<file path="config.mk">
export PLATFORM = sky130hd
export DESIGN_NAME = logic_fetch
export DESIGN_NICKNAME = d
export VERILOG_FILES = /design/src/rtl/logic_fetch.sv
export SDC_FILE = /design/constraint.sdc
export NUM_CORES = 1
export LEC_CHECK = 0
export ABC_AREA = 1
export CAP_MARGIN = 5
export CORE_MARGIN = 4
export CORE_UTILIZATION = 34
export CTS_CLUSTER_SIZE = 16
export DETAILED_ROUTE_END_ITERATION = 16
export MAX_ROUTING_LAYER = met4
export PLACE_DENSITY = 0.55
export SLEW_MARGIN = 0
export SYNTH_ARGS = -nofsm -noshare
export SYNTH_HDL_FRONTEND = slang
export SYNTH_SLANG_ARGS = --single-unit
</file>
<file path="constraint.sdc">
create_clock -name clk_in -period 4.82 [get_ports clk_in]
set_clock_uncertainty 0.05 [all_clocks]
set_input_delay 0.723 -clock clk_in [delete_from_list [all_inputs] [get_ports clk_in]]
set_output_delay 0.723 -clock clk_in [all_outputs]
set_load 0.01 [all_outputs]
</file>
<file path="src/rtl/logic_fetch.sv">
// logic_fetch: reads a frame of NUM_WORDS memory words starting at a base
// address and serialises each word into NUM_PE-bit cell beats, LSB first.
// A one-word prefetch register hides read latency so that consecutive words
// stream without a gap whenever the prefetch is already full at a word end.
// WORD_SIZE must be an exact multiple of NUM_PE with at least two beats per word.

module logic_fetch #(
  parameter int WORD_SIZE  = 32,
  parameter int NUM_PE     = 1,
  parameter int NUM_WORDS  = 9600,
  parameter int ADDR_WIDTH = 14
) (
  input  logic                  clk_in,
  input  logic                  rst_in,
  input  logic                  start_in,
  input  logic                  stall_in,
  input  logic [ADDR_WIDTH-1:0] base_addr_in,
  output logic                  rd_en_out,
  output logic [ADDR_WIDTH-1:0] addr_r_out,
  input  logic [WORD_SIZE-1:0]  data_r_in,
  output logic [NUM_PE-1:0]     cell_out,
  output logic                  cell_valid_out,
  output logic                  busy_out,
  output logic                  done_out
);

  localparam int BEATS = WORD_SIZE / NUM_PE;
  localparam int BW    = $clog2(BEATS);
  localparam int CW    = $clog2(NUM_WORDS + 1);

  typedef enum logic [1:0] {
    IDLE   = 2'd0,
    PRIME  = 2'd1,
    STREAM = 2'd2
  } state_t;

  state_t                state_q;
  logic [ADDR_WIDTH-1:0] base_q;
  logic [ADDR_WIDTH-1:0] addr_q;
  logic                  rd_en_q;
  logic                  pend_q;
  logic [CW-1:0]         issued_q;
  logic [CW-1:0]         loaded_q;
  logic [BW-1:0]         beat_q;
  logic [WORD_SIZE-1:0]  shift_q;
  logic [WORD_SIZE-1:0]  pf_q;
  logic                  pf_full_q;
  logic                  valid_q;
  logic                  busy_q;
  logic                  done_q;

  logic                  consume_d;
  logic                  word_end_d;
  logic                  final_word_d;
  logic                  issue_d;
  logic [ADDR_WIDTH-1:0] addr_d;

  // A beat leaves the shift register whenever it is valid and not stalled;
  // the frame ends when the last beat of the final loaded word goes out.
  assign consume_d    = valid_q & ~stall_in;
  assign word_end_d   = consume_d & (beat_q == BW'(BEATS - 1));
  assign final_word_d = (loaded_q == CW'(NUM_WORDS));

  // Only one read may be outstanding, and only when the prefetch slot is free.
  assign issue_d = (state_q == STREAM) & ~pf_full_q & ~rd_en_q & ~pend_q &
                   (issued_q < CW'(NUM_WORDS));
  assign addr_d  = base_q + ADDR_WIDTH'(issued_q);

  assign rd_en_out      = rd_en_q;
  assign addr_r_out     = addr_q;
  assign cell_out       = shift_q[NUM_PE-1:0];
  assign cell_valid_out = valid_q;
  assign busy_out       = busy_q;
  assign done_out       = done_q;

  // Frame sequencer: read issue, prefetch capture, beat shifting and frame end.
  always_ff @(posedge clk_in or posedge rst_in) begin
    if (rst_in) begin
      state_q   <= IDLE;
      base_q    <= '0;
      addr_q    <= '0;
      rd_en_q   <= 1'b0;
      pend_q    <= 1'b0;
      issued_q  <= '0;
      loaded_q  <= '0;
      beat_q    <= '0;
      shift_q   <= '0;
      pf_q      <= '0;
      pf_full_q <= 1'b0;
      valid_q   <= 1'b0;
      busy_q    <= 1'b0;
      done_q    <= 1'b0;
    end else begin
      done_q  <= 1'b0;
      rd_en_q <= 1'b0;
      pend_q  <= rd_en_q;
      case (state_q)
        IDLE: begin
          if (start_in) begin
            base_q    <= base_addr_in;
            addr_q    <= base_addr_in;
            rd_en_q   <= 1'b1;
            issued_q  <= CW'(1);
            loaded_q  <= '0;
            beat_q    <= '0;
            pf_full_q <= 1'b0;
            busy_q    <= 1'b1;
            state_q   <= PRIME;
          end
        end
        PRIME: begin
          if (pend_q) begin
            shift_q  <= data_r_in;
            beat_q   <= '0;
            valid_q  <= 1'b1;
            loaded_q <= CW'(1);
            state_q  <= STREAM;
          end
        end
        STREAM: begin
          if (issue_d) begin
            rd_en_q  <= 1'b1;
            addr_q   <= addr_d;
            issued_q <= issued_q + CW'(1);
          end
          if (word_end_d && final_word_d) begin
            valid_q <= 1'b0;
            beat_q  <= '0;
            done_q  <= 1'b1;
            busy_q  <= 1'b0;
            state_q <= IDLE;
          end else if (word_end_d || !valid_q) begin
            if (pf_full_q) begin
              shift_q   <= pf_q;
              pf_full_q <= 1'b0;
              beat_q    <= '0;
              valid_q   <= 1'b1;
              loaded_q  <= loaded_q + CW'(1);
            end else if (pend_q) begin
              shift_q  <= data_r_in;
              beat_q   <= '0;
              valid_q  <= 1'b1;
              loaded_q <= loaded_q + CW'(1);
            end else begin
              valid_q <= 1'b0;
            end
          end else begin
            if (consume_d) begin
              shift_q <= shift_q >> NUM_PE;
              beat_q  <= beat_q + BW'(1);
            end
            if (pend_q) begin
              pf_q      <= data_r_in;
              pf_full_q <= 1'b1;
            end
          end
        end
        default: begin
          state_q <= IDLE;
        end
      endcase
    end
  end

endmodule

</file>
==> out/metrics.yaml <==
synthesis:
  ys_chip_area_mm2: 0.00861
  synth.distinct_cells: 41
  async_flop_share_pct: 100
  ys_cells: 1238
  flop_cell: "dfrtp_1"
  synthesis.nets: 1311
  syn_area_per_cell_um2: 6.95
  syn-instance-count: 1238
  yosysWarnings: 0
  edf_count: 0
  syn_area_mm2: 0.00861
  synth_flops: 133
  synth_seq_share_pct: 38.7
routing:
  via_count: 8002
  wl_per_cell_um: 14.2
  ant_nets: 0
  drc: 0
  wl_mm: 22.9
  drtIter0Drc: 552
  dr.pass1.iters: 5
  vias_per_cell: 4.96
clock_network:
  htreeDepth: 4
  cts_tree: "yes"
  clock_tree.root_cell: "clkbuf_16"
  holdBufCountCts: 0
  ctsResizeCount: 0
  clock-sinks: 133
  post_cts_buffers: 0
  path_clk_slew_ns: 0.06
  cts_max_path_buffers: 2
  cts_buffers: 17
critical_path:
  endpoint_kind: "flop"
  cp_num_buf_inv: 3
  critPathTopFamily: "buffers and inverters"
  path_cells: "inv_1, ha_2, buf_4, nand2_2, inv_2, nand2_2, o21ai_0"
  cp_data_required_time_ns: 5.08
  critPathKind: "reg2reg"
  cp_data_arrival_time_ns: 3.39
  crit_start: "state_q[0]"
  r2r-start: "state_q[0]"
  cp_max_fo: 64
  startpoint_type: "flop"
  critPathMostFrequentCell: "nand2_2"
  crit_path_top_delay_cell: "buf_4"
  cpPeakStageDelay_ns: 0.62
final_layout:
  final_layout_size_suffix_gt1_share_pct: 5.59
  area.growth.synth_to_final_pct: 17.5
  fillers: 2540
  layout.nets: 1350
  antenna_cells: 0
  instances_no_fill: 1613
die:
  fp.dieW_um: 167
  coreArea_mm2: 0.0246
  die_area_mm2: 0.0279
  die_h_um: 167
  ios: 69
  fp_util_pct: 35.0
  num_rows: 57
global_routing:
  grt_pass1_vias: 7629
  grt_max_degree: 95
  grt_use_total_pct: 17.1
  antenna_found_initial: 0
  grt_overflow: 0
  grt_pass1_wl_mm: 38.8
placement:
  dpl.hpwl_mm: 15.2
  dp_cells: 1582
  gp_congestion: 0.860
  portBuffers: 68
final_timing:
  rsz0062_at_grt: "no"
  hold_viol_final: 0
  setup-violations-final: 0
  max_freq_mhz: 320
  period_minus_slack_ns: 3.13
  relSlewSlack_pct: 28.3
  slew_viol_final: 0
  worst_pin_slew_ns: 1.07
  finalClockPeriodUsage_pct: 64.9
  tns_ns: 0
hold_path:
  min_from: "rd_en_out"
  hold_class: "reg2reg"
power:
  p_leak_uw: 0.00483
  power.density_mw_per_mm2: 586
  ir_drop_v: 0.000283
run:
  tool_warnings: 30
  drv_cap: 0
status:
  status: "finished clean"
[per-layer routing]
| layer | global-route usage (%) | wire [um] | vias to the layer above | part of all wire (%) |
|---|---|---|---|---|
| met5 | - | 0 | - | 0 |
| met4 | 3.56 | 216 | 0 | 0.94 |
| met3 | 3.21 | 935 | 15 | 4.1 |
| met2 | 26.6 | 10300 | 148 | 45 |
| met1 | 23.5 | 11400 | 3740 | 50 |
| li1 | - | - | 4099 | - |
[final timing paths]
path,to,slack (ns),cells past startpoint
max,pf_q[15],1.69,7
min,pend_q,0.40,0
max reg2reg,pf_q[15],1.69,7
min reg2reg,pend_q,0.40,0
max in group asynchronous,pf_q[8],3.04,3
min in group asynchronous,base_q[12],0.81,2
[cells in the mapped netlist (5+ instances only)]
library cell	count	area, um^2
nor2_1	66	248
nand3_1	119	596
o211ai_1	65	488
o21ai_1	43	215
nand2_1	439	1650
dfrtp_1	133	3330
ha_1	22	275
nand4_1	22	138
mux2_2	7	78.8
inv_2	5	18.8
inv_1	136	510
xnor2_1	5	43.8
buf_1	7	26.3
o21ai_0	57	285
clkbuf_1	16	60.1
buf_2	26	130
a21oi_1	12	60.1
xor2_1	10	87.6
nor3_1	8	40.0
[per-stage QoR]
step                      hold WS, ns  setup slack [ns]  total power, uW  cell area, um^2  utilization, %
after floorplan                 0.402             0.493             3890             8610               -
after global placement          0.380              1.65             4490             9480            38.5
after detailed placement        0.385              1.55             4530             9480            38.5
after CTS                       0.402              1.65             5980            10100            41.1
after global routing            0.411              1.34             6460            10100            41.1
final                           0.403              1.69             5920            10100            41.1
[cells in the final DEF, fill, tap and decap left out, types with 4 or more instances in the layout]
master / count
a21oi_1: 12
buf_4: 9
bufinv_16: 4
clkbuf_16: 17
clkdlybuf4s50_1: 68
dfrtp_1: 132
ha_1: 21
inv_1: 135
inv_2: 5
mux2_2: 7
nand2_1: 439
nand2_2: 4
nand3_1: 119
nand3b_1: 4
nand4_1: 22
nor2_1: 66
nor3_1: 8
o211ai_1: 65
o21ai_0: 57
o21ai_1: 43
xnor2_1: 5
xor2_1: 10
[power breakdown]
group	total [uW]	switching [uW]	internal, uW
Combinational	2650	1670	977
Clock	1420	531	892
Sequential	1850	322	1530
Total	5920	2520	3400
[state kept, by name, summed over array words and instances (netlist names)]
signal          cells
pf_full_q           1
beat_q              5
done_out            1
state_q             2
cell_valid_out      1
base_q             14
issued_q           14
rd_en_out           1
busy_out            1
loaded_q           14
shift_q            32
pf_q               32
pend_q              1
addr_r_out         14
[cells by family after synthesis]
| logic type | after synthesis | synth area share [%] |
|---|---|---|
| XOR/XNOR | 15 | 1.53 |
| adder cells (fa/ha/maj) | 23 | 3.43 |
| multiplexers | 7 | 0.916 |
| flip-flops | 133 | 38.7 |
| buffers and inverters | 200 | 9.64 |
| AND-OR/OR-AND | 186 | 13.1 |
| AND/OR/NAND/NOR | 674 | 32.7 |
[area by class of cell]
type / instances / area, um^2 / area share (%)
well taps: 324 / 405 / 4.01
inverters: 143 / 543 / 5.37
flip-flops and latches: 133 / 3330 / 32.9
multi-input cells: 905 / 4450 / 44.0
clock inverters: 12 / 179 / 1.77
clock buffers: 19 / 453 / 4.48
repair buffers: 77 / 748 / 7.40
**Supply network**

Pins as bars on the die edge.
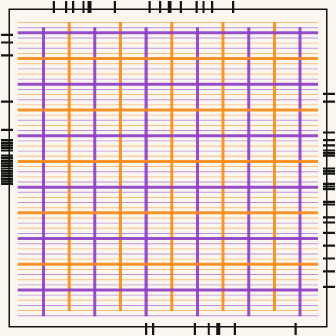
- purple: VSS
- orange: VDD
- met4 straps: 11
- met5 straps: 11

**Placement by cell class**

Scale bar: 50 um.
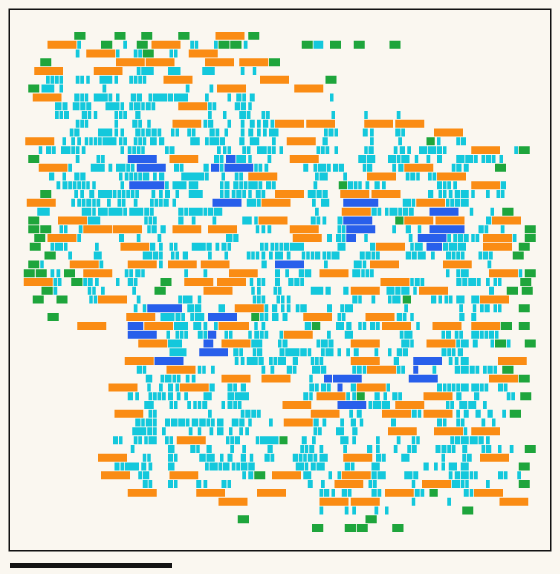
- orange: flip-flops (cells 133)
- cyan: all other logic (cells 1,048)
- blue: clock drivers and dummy loads (cells 31)
- green: other buffers and delay cells (cells 77)

**Clock distribution**

Scale bar: 50 um.
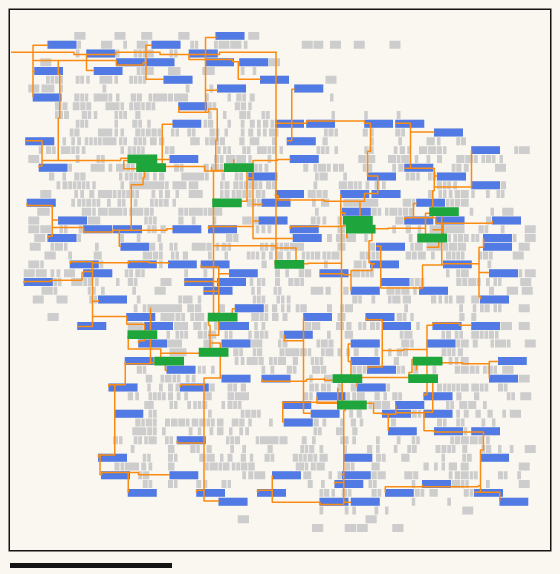
- green: cells driving clock nets (count 17)
- orange: clock wires (length 2,190 um)
- blue: flip-flops (count 133)
- flops lie: all over the die

**Wiring by layer**

Two of the layers only.
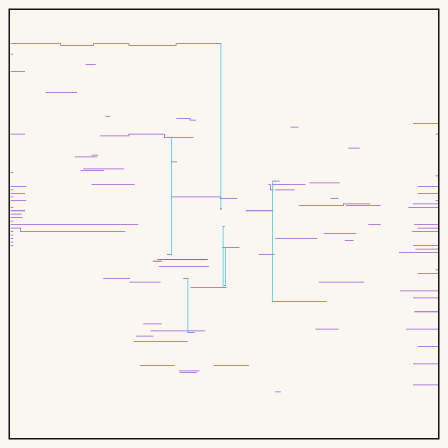
- purple: met3 (wire length 936 um)
- cyan: met4 (wire length 217 um)

**Clock nets**

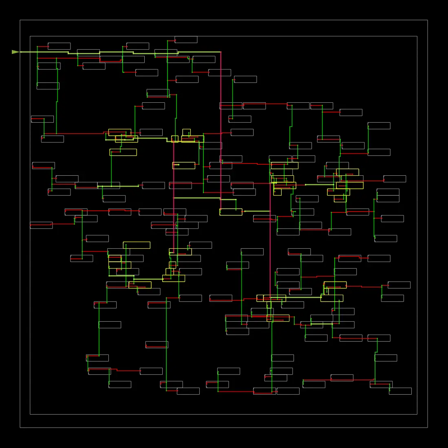
flip-flops: 133
Clock Latency Late Sink: 0.42 ns

No activity file was given, so power comes from the tool's default toggle rates.
